$ cat config.mk
export PLATFORM = sky130hd
export DESIGN_NAME = seg_display_mux
export DESIGN_NICKNAME = d
export VERILOG_FILES = /design/src/rtl/seg_display_mux.sv
export SDC_FILE = /design/constraint.sdc
export NUM_CORES = 1
export LEC_CHECK = 0
export ABC_AREA = 1
export ABC_CLOCK_PERIOD_IN_PS = 1600
export CAP_MARGIN = 20
export CORE_UTILIZATION = 45
export CTS_CLUSTER_DIAMETER = 60
export DETAILED_ROUTE_END_ITERATION = 12
export PLACE_DENSITY = 0.78
export SLEW_MARGIN = 20
export SYNTH_ARGS = -nofsm -noshare
export SYNTH_HDL_FRONTEND = slang
export SYNTH_SLANG_ARGS = --single-unit
$ cat constraint.sdc
create_clock -name clk -period 1.6 [get_ports clk]
set_input_delay 0.4 -clock clk [delete_from_list [all_inputs] [get_ports clk]]
set_output_delay 0.4 -clock clk [all_outputs]
set_load 0.02 [all_outputs]
$ cat src/rtl/seg_display_mux.sv
// Time-multiplexed common-anode 7-segment driver with hex/decimal display, sequential
// binary-to-BCD conversion, leading-zero blanking, per-digit decimal points and PWM brightness.
module seg_display_mux #(
    parameter int DIGITS     = 4,
    parameter int BIN_W      = 14,
    parameter int CLK_HZ     = 100_000_000,
    parameter int REFRESH_HZ = 1000,
    parameter bit ACTIVE_LOW = 1'b1
) (
    input  logic              clk,
    input  logic              rst_n,
    input  logic              load,
    input  logic [BIN_W-1:0]  value,
    input  logic              mode,
    input  logic              blank_lz,
    input  logic [DIGITS-1:0] dp,
    input  logic [3:0]        brightness,
    output logic              busy,
    output logic [6:0]        seg,
    output logic              dp_out,
    output logic [DIGITS-1:0] an
);

    localparam int SUB_RAW = CLK_HZ / (REFRESH_HZ * DIGITS * 16);
    localparam int SUB     = (SUB_RAW < 1) ? 1 : SUB_RAW;
    localparam int PRE_W   = (SUB > 1) ? $clog2(SUB) : 1;
    localparam int IDX_W   = (DIGITS > 1) ? $clog2(DIGITS) : 1;
    localparam int CNT_W   = $clog2(BIN_W + 1);
    localparam int BCD_W   = 4 * DIGITS;

    typedef enum logic [1:0] {
        S_IDLE,
        S_CONV,
        S_COMMIT
    } state_t;

    state_t state_reg, state_next;

    // conversion datapath
    logic [BIN_W-1:0] bin_reg;
    logic [BCD_W-1:0] bcd_reg;
    logic [BCD_W-1:0] bcd_adj;
    logic             ovf_reg;
    logic [CNT_W-1:0] cnt_reg;

    // shown digits
    logic [3:0]       digit_reg [DIGITS];
    logic             dash_reg;
    logic [BCD_W-1:0] hex_ext;
    logic [DIGITS-1:0] blank_vec;
    logic             nz_run;

    // scan state
    logic [PRE_W-1:0] pre_reg;
    logic [3:0]       phase_reg;
    logic [IDX_W-1:0] idx_reg;
    logic             sub_tick;

    // drive stage (active-high form before polarity)
    logic [3:0]        cur_digit;
    logic              slot_on;
    logic [6:0]        seg_hi;
    logic [DIGITS-1:0] an_hi;
    logic              dp_hi;

    logic load_hex;
    logic load_dec;

    assign load_hex = (state_reg == S_IDLE) && load && !mode;
    assign load_dec = (state_reg == S_IDLE) && load && mode;

    // ------------------------------------------------------------------
    // Control FSM
    // ------------------------------------------------------------------
    always_ff @(posedge clk or negedge rst_n) begin
        if (!rst_n) begin
            state_reg <= S_IDLE;
            busy      <= 1'b0;
        end else begin
            state_reg <= state_next;
            busy      <= (state_next != S_IDLE);
        end
    end

    always_comb begin
        state_next = state_reg;
        case (state_reg)
            S_IDLE:   if (load_dec) state_next = S_CONV;
            S_CONV:   if (cnt_reg == CNT_W'(BIN_W - 1)) state_next = S_COMMIT;
            S_COMMIT: state_next = S_IDLE;
            default:  state_next = S_IDLE;
        endcase
    end

    // ------------------------------------------------------------------
    // Shift-add-3: correct every BCD digit >= 5 before the shift
    // ------------------------------------------------------------------
    generate
        for (genvar gi = 0; gi < DIGITS; gi++) begin : g_adj
            assign bcd_adj[4*gi +: 4] = (bcd_reg[4*gi +: 4] >= 4'd5) ?
                                        bcd_reg[4*gi +: 4] + 4'd3 :
                                        bcd_reg[4*gi +: 4];
        end
    endgenerate

    // Any bit shifted out of the top digit means the value needs more digits than we have.
    always_ff @(posedge clk or negedge rst_n) begin
        if (!rst_n) begin
            bin_reg <= '0;
            bcd_reg <= '0;
            ovf_reg <= 1'b0;
            cnt_reg <= '0;
        end else if (load_dec) begin
            bin_reg <= value;
            bcd_reg <= '0;
            ovf_reg <= 1'b0;
            cnt_reg <= '0;
        end else if (state_reg == S_CONV) begin
            bcd_reg <= {bcd_adj[BCD_W-2:0], bin_reg[BIN_W-1]};
            bin_reg <= bin_reg << 1;
            ovf_reg <= ovf_reg | bcd_adj[BCD_W-1];
            cnt_reg <= cnt_reg + CNT_W'(1);
        end
    end

    // ------------------------------------------------------------------
    // Shown digits: hex loads update directly, decimal loads only at COMMIT
    // ------------------------------------------------------------------
    assign hex_ext = BCD_W'(value);

    always_ff @(posedge clk or negedge rst_n) begin
        if (!rst_n) begin
            for (int i = 0; i < DIGITS; i++) digit_reg[i] <= 4'd0;
            dash_reg <= 1'b0;
        end else if (load_hex) begin
            for (int i = 0; i < DIGITS; i++) digit_reg[i] <= hex_ext[4*i +: 4];
            dash_reg <= 1'b0;
        end else if (state_reg == S_COMMIT) begin
            for (int i = 0; i < DIGITS; i++) digit_reg[i] <= bcd_reg[4*i +: 4];
            dash_reg <= ovf_reg;
        end
    end

    // Walk from the most significant digit down, tracking whether a non-zero digit was seen.
    always_comb begin
        blank_vec = '0;
        nz_run    = 1'b0;
        for (int i = DIGITS - 1; i >= 0; i--) begin
            nz_run       = nz_run | (|digit_reg[i]);
            blank_vec[i] = (i != 0) && blank_lz && !dash_reg && !nz_run;
        end
    end

    // ------------------------------------------------------------------
    // Scan: prescaler -> 16-step PWM phase -> digit index
    // ------------------------------------------------------------------
    assign sub_tick = (pre_reg == PRE_W'(SUB - 1));

    always_ff @(posedge clk or negedge rst_n) begin
        if (!rst_n) begin
            pre_reg   <= '0;
            phase_reg <= 4'd0;
            idx_reg   <= '0;
        end else begin
            pre_reg <= sub_tick ? '0 : pre_reg + PRE_W'(1);
            if (sub_tick) begin
                phase_reg <= phase_reg + 4'd1;
                if (phase_reg == 4'd15) begin
                    idx_reg <= (idx_reg == IDX_W'(DIGITS - 1)) ? '0 : idx_reg + IDX_W'(1);
                end
            end
        end
    end

    // ------------------------------------------------------------------
    // Glyphs and output drive
    // ------------------------------------------------------------------
    function automatic logic [6:0] glyph(input logic [3:0] d);
        logic [6:0] g;
        case (d)
            4'h0: g = 7'h3F;
            4'h1: g = 7'h06;
            4'h2: g = 7'h5B;
            4'h3: g = 7'h4F;
            4'h4: g = 7'h66;
            4'h5: g = 7'h6D;
            4'h6: g = 7'h7D;
            4'h7: g = 7'h07;
            4'h8: g = 7'h7F;
            4'h9: g = 7'h6F;
            4'hA: g = 7'h77;
            4'hB: g = 7'h7C;
            4'hC: g = 7'h39;
            4'hD: g = 7'h5E;
            4'hE: g = 7'h79;
            default: g = 7'h71;
        endcase
        return g;
    endfunction

    always_comb begin
        cur_digit = digit_reg[idx_reg];
        slot_on   = (phase_reg < brightness);
        if (dash_reg) begin
            seg_hi = 7'h40;
        end else if (blank_vec[idx_reg]) begin
            seg_hi = 7'h00;
        end else begin
            seg_hi = glyph(cur_digit);
        end
        an_hi = slot_on ? (DIGITS'(1) << idx_reg) : '0;
        dp_hi = slot_on & dp[idx_reg];
    end

    // Polarity is folded in only here so everything upstream stays active-high.
    always_ff @(posedge clk or negedge rst_n) begin
        if (!rst_n) begin
            seg    <= {7{ACTIVE_LOW}};
            an     <= {DIGITS{ACTIVE_LOW}};
            dp_out <= ACTIVE_LOW;
        end else begin
            seg    <= seg_hi ^ {7{ACTIVE_LOW}};
            an     <= an_hi ^ {DIGITS{ACTIVE_LOW}};
            dp_out <= dp_hi ^ ACTIVE_LOW;
        end
    end

endmodule

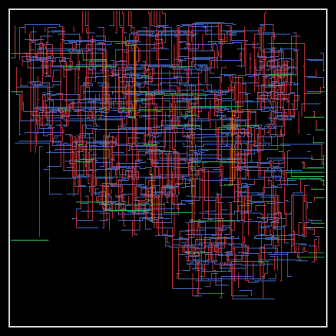
Fig. 1. Signal wires by layer.
| layer | colour | wire length |
|---|---|---|
| M4 | orange | 147 um |
| M2 | red | 5000 um |
| M1 | blue | 4370 um |
| M3 | green | 436 um |
Post-Route WL: 9.954 mm
DR WL/cell: 13.79 um
routed vias: 3771

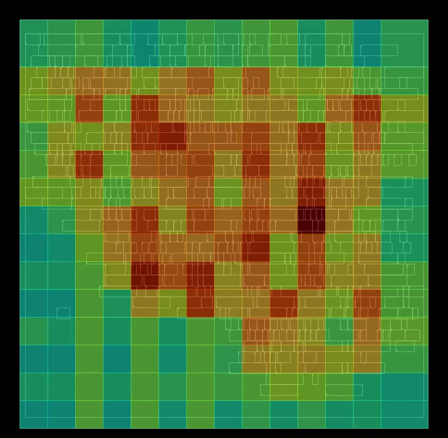
Fig. 2. Congestion heat map.
met1 GRT Util: 0.2532
post-layout util: 0.5786
Tot GR Track Use: 0.2012
gr busiest metal: met2
routing usage on met3: 0.04693

==> results.txt <==
Synth async-reset ratio - 1.000
HPWL after DPL - 7.217 mm
Finished Layout Cells - 722
# Post-CTS Setup Buffers - 0
RSZ-0062 raised after global routing - yes
combinational share of cell area - 0.3732
pwr/cell area - 1662 nW/um^2
Gate Area - 2033 um^2
hold_buf cts - 1
uppermost layer routed - met4
Post-synth EDFFs - 0
HP Class - flip-flop to flip-flop
top cells by area - dfrtp_1 (41%), nand2_1 (11%), ha_1 (7.3%)
area occupied by registers - 2117 um^2
type of the worst setup path - flip-flop to flip-flop
yosys adder share - 0.07320
Max IR drop VDD - 1.057 mV
placed insts - 694
ys flops - 84
first-pass GRT wire length - 16.11 mm
Synth Seq Share - 0.4764
final total power - 9.053 mW
Floorplan Nets - 569
Comb power frac - 0.447
Final WS setup - 0.05415 ns
area reported by Yosys stat - 4444 um^2
yosys xor share - 0.02562
layout buffering overhead excluding clock cells - 0.1208
dominant register cell - dfrtp_1
crit-path most repeated cell - o21ai_0
top logic cell by instance count in the layout - nand2_1
largest net degree at the start of global routing - 32
Non-clk bufs - 74
clock sinks - 84
clk buf depth - 2
Psw - 3.595 mW
PostCTS Resize Cnt - 25
placed instance area - 5146 um^2
drt initial violations - 202
Startpoint Class - flip-flop
sequential power share - 0.371
post-layout net count - 641
ANT nets after route - 0
Synth cell types - 35
met1 WL - 4.369 mm
total gr overflow - 0
Worst R2R Setup Slack - 0.05 ns
Die ar. - 10280 um^2
WHS Endpoint - seg[6]
Crit Path Max Fanout - 5
cell internal pwr - 5.458 mW
Worst-path clk slew - 0.09 ns
Mux cell area share - 0
crit end category - flip-flop
Area leader share - 0.4054
r2r endpoint - bcd_reg[14]
Final period util - 0.9662
Fill cells - 796
# Taps - 129
floorplan row count - 35
leading area contributor after synthesis - dfrtp_1
clock buffers - 11
met2 Usage GRT - 0.3428
initial antenna violation count - 0
FP Core Util - 0.4720
MaxCap Viol Count - 0
Crit. Startpoint - bcd_reg[12]
most numerous cell in the Yosys netlist - nand2_1
status - completed
synthesized cell area - 4444 um^2
# setup viols final - 0
Placeable Area - 9415 um^2
metal2 WL - 5.001 mm
Worst Path Buf+Inv - 1
sequential power - 3.35 mW
crit-path cells - inv_1 -> ha_1 -> or2_2 -> nand2_1 -> a21oi_1 -> o21ai_0 -> o21ai_0
Slew headroom - 0.7625
Power figures rest on the tool's default switching activity, not on a simulated workload.
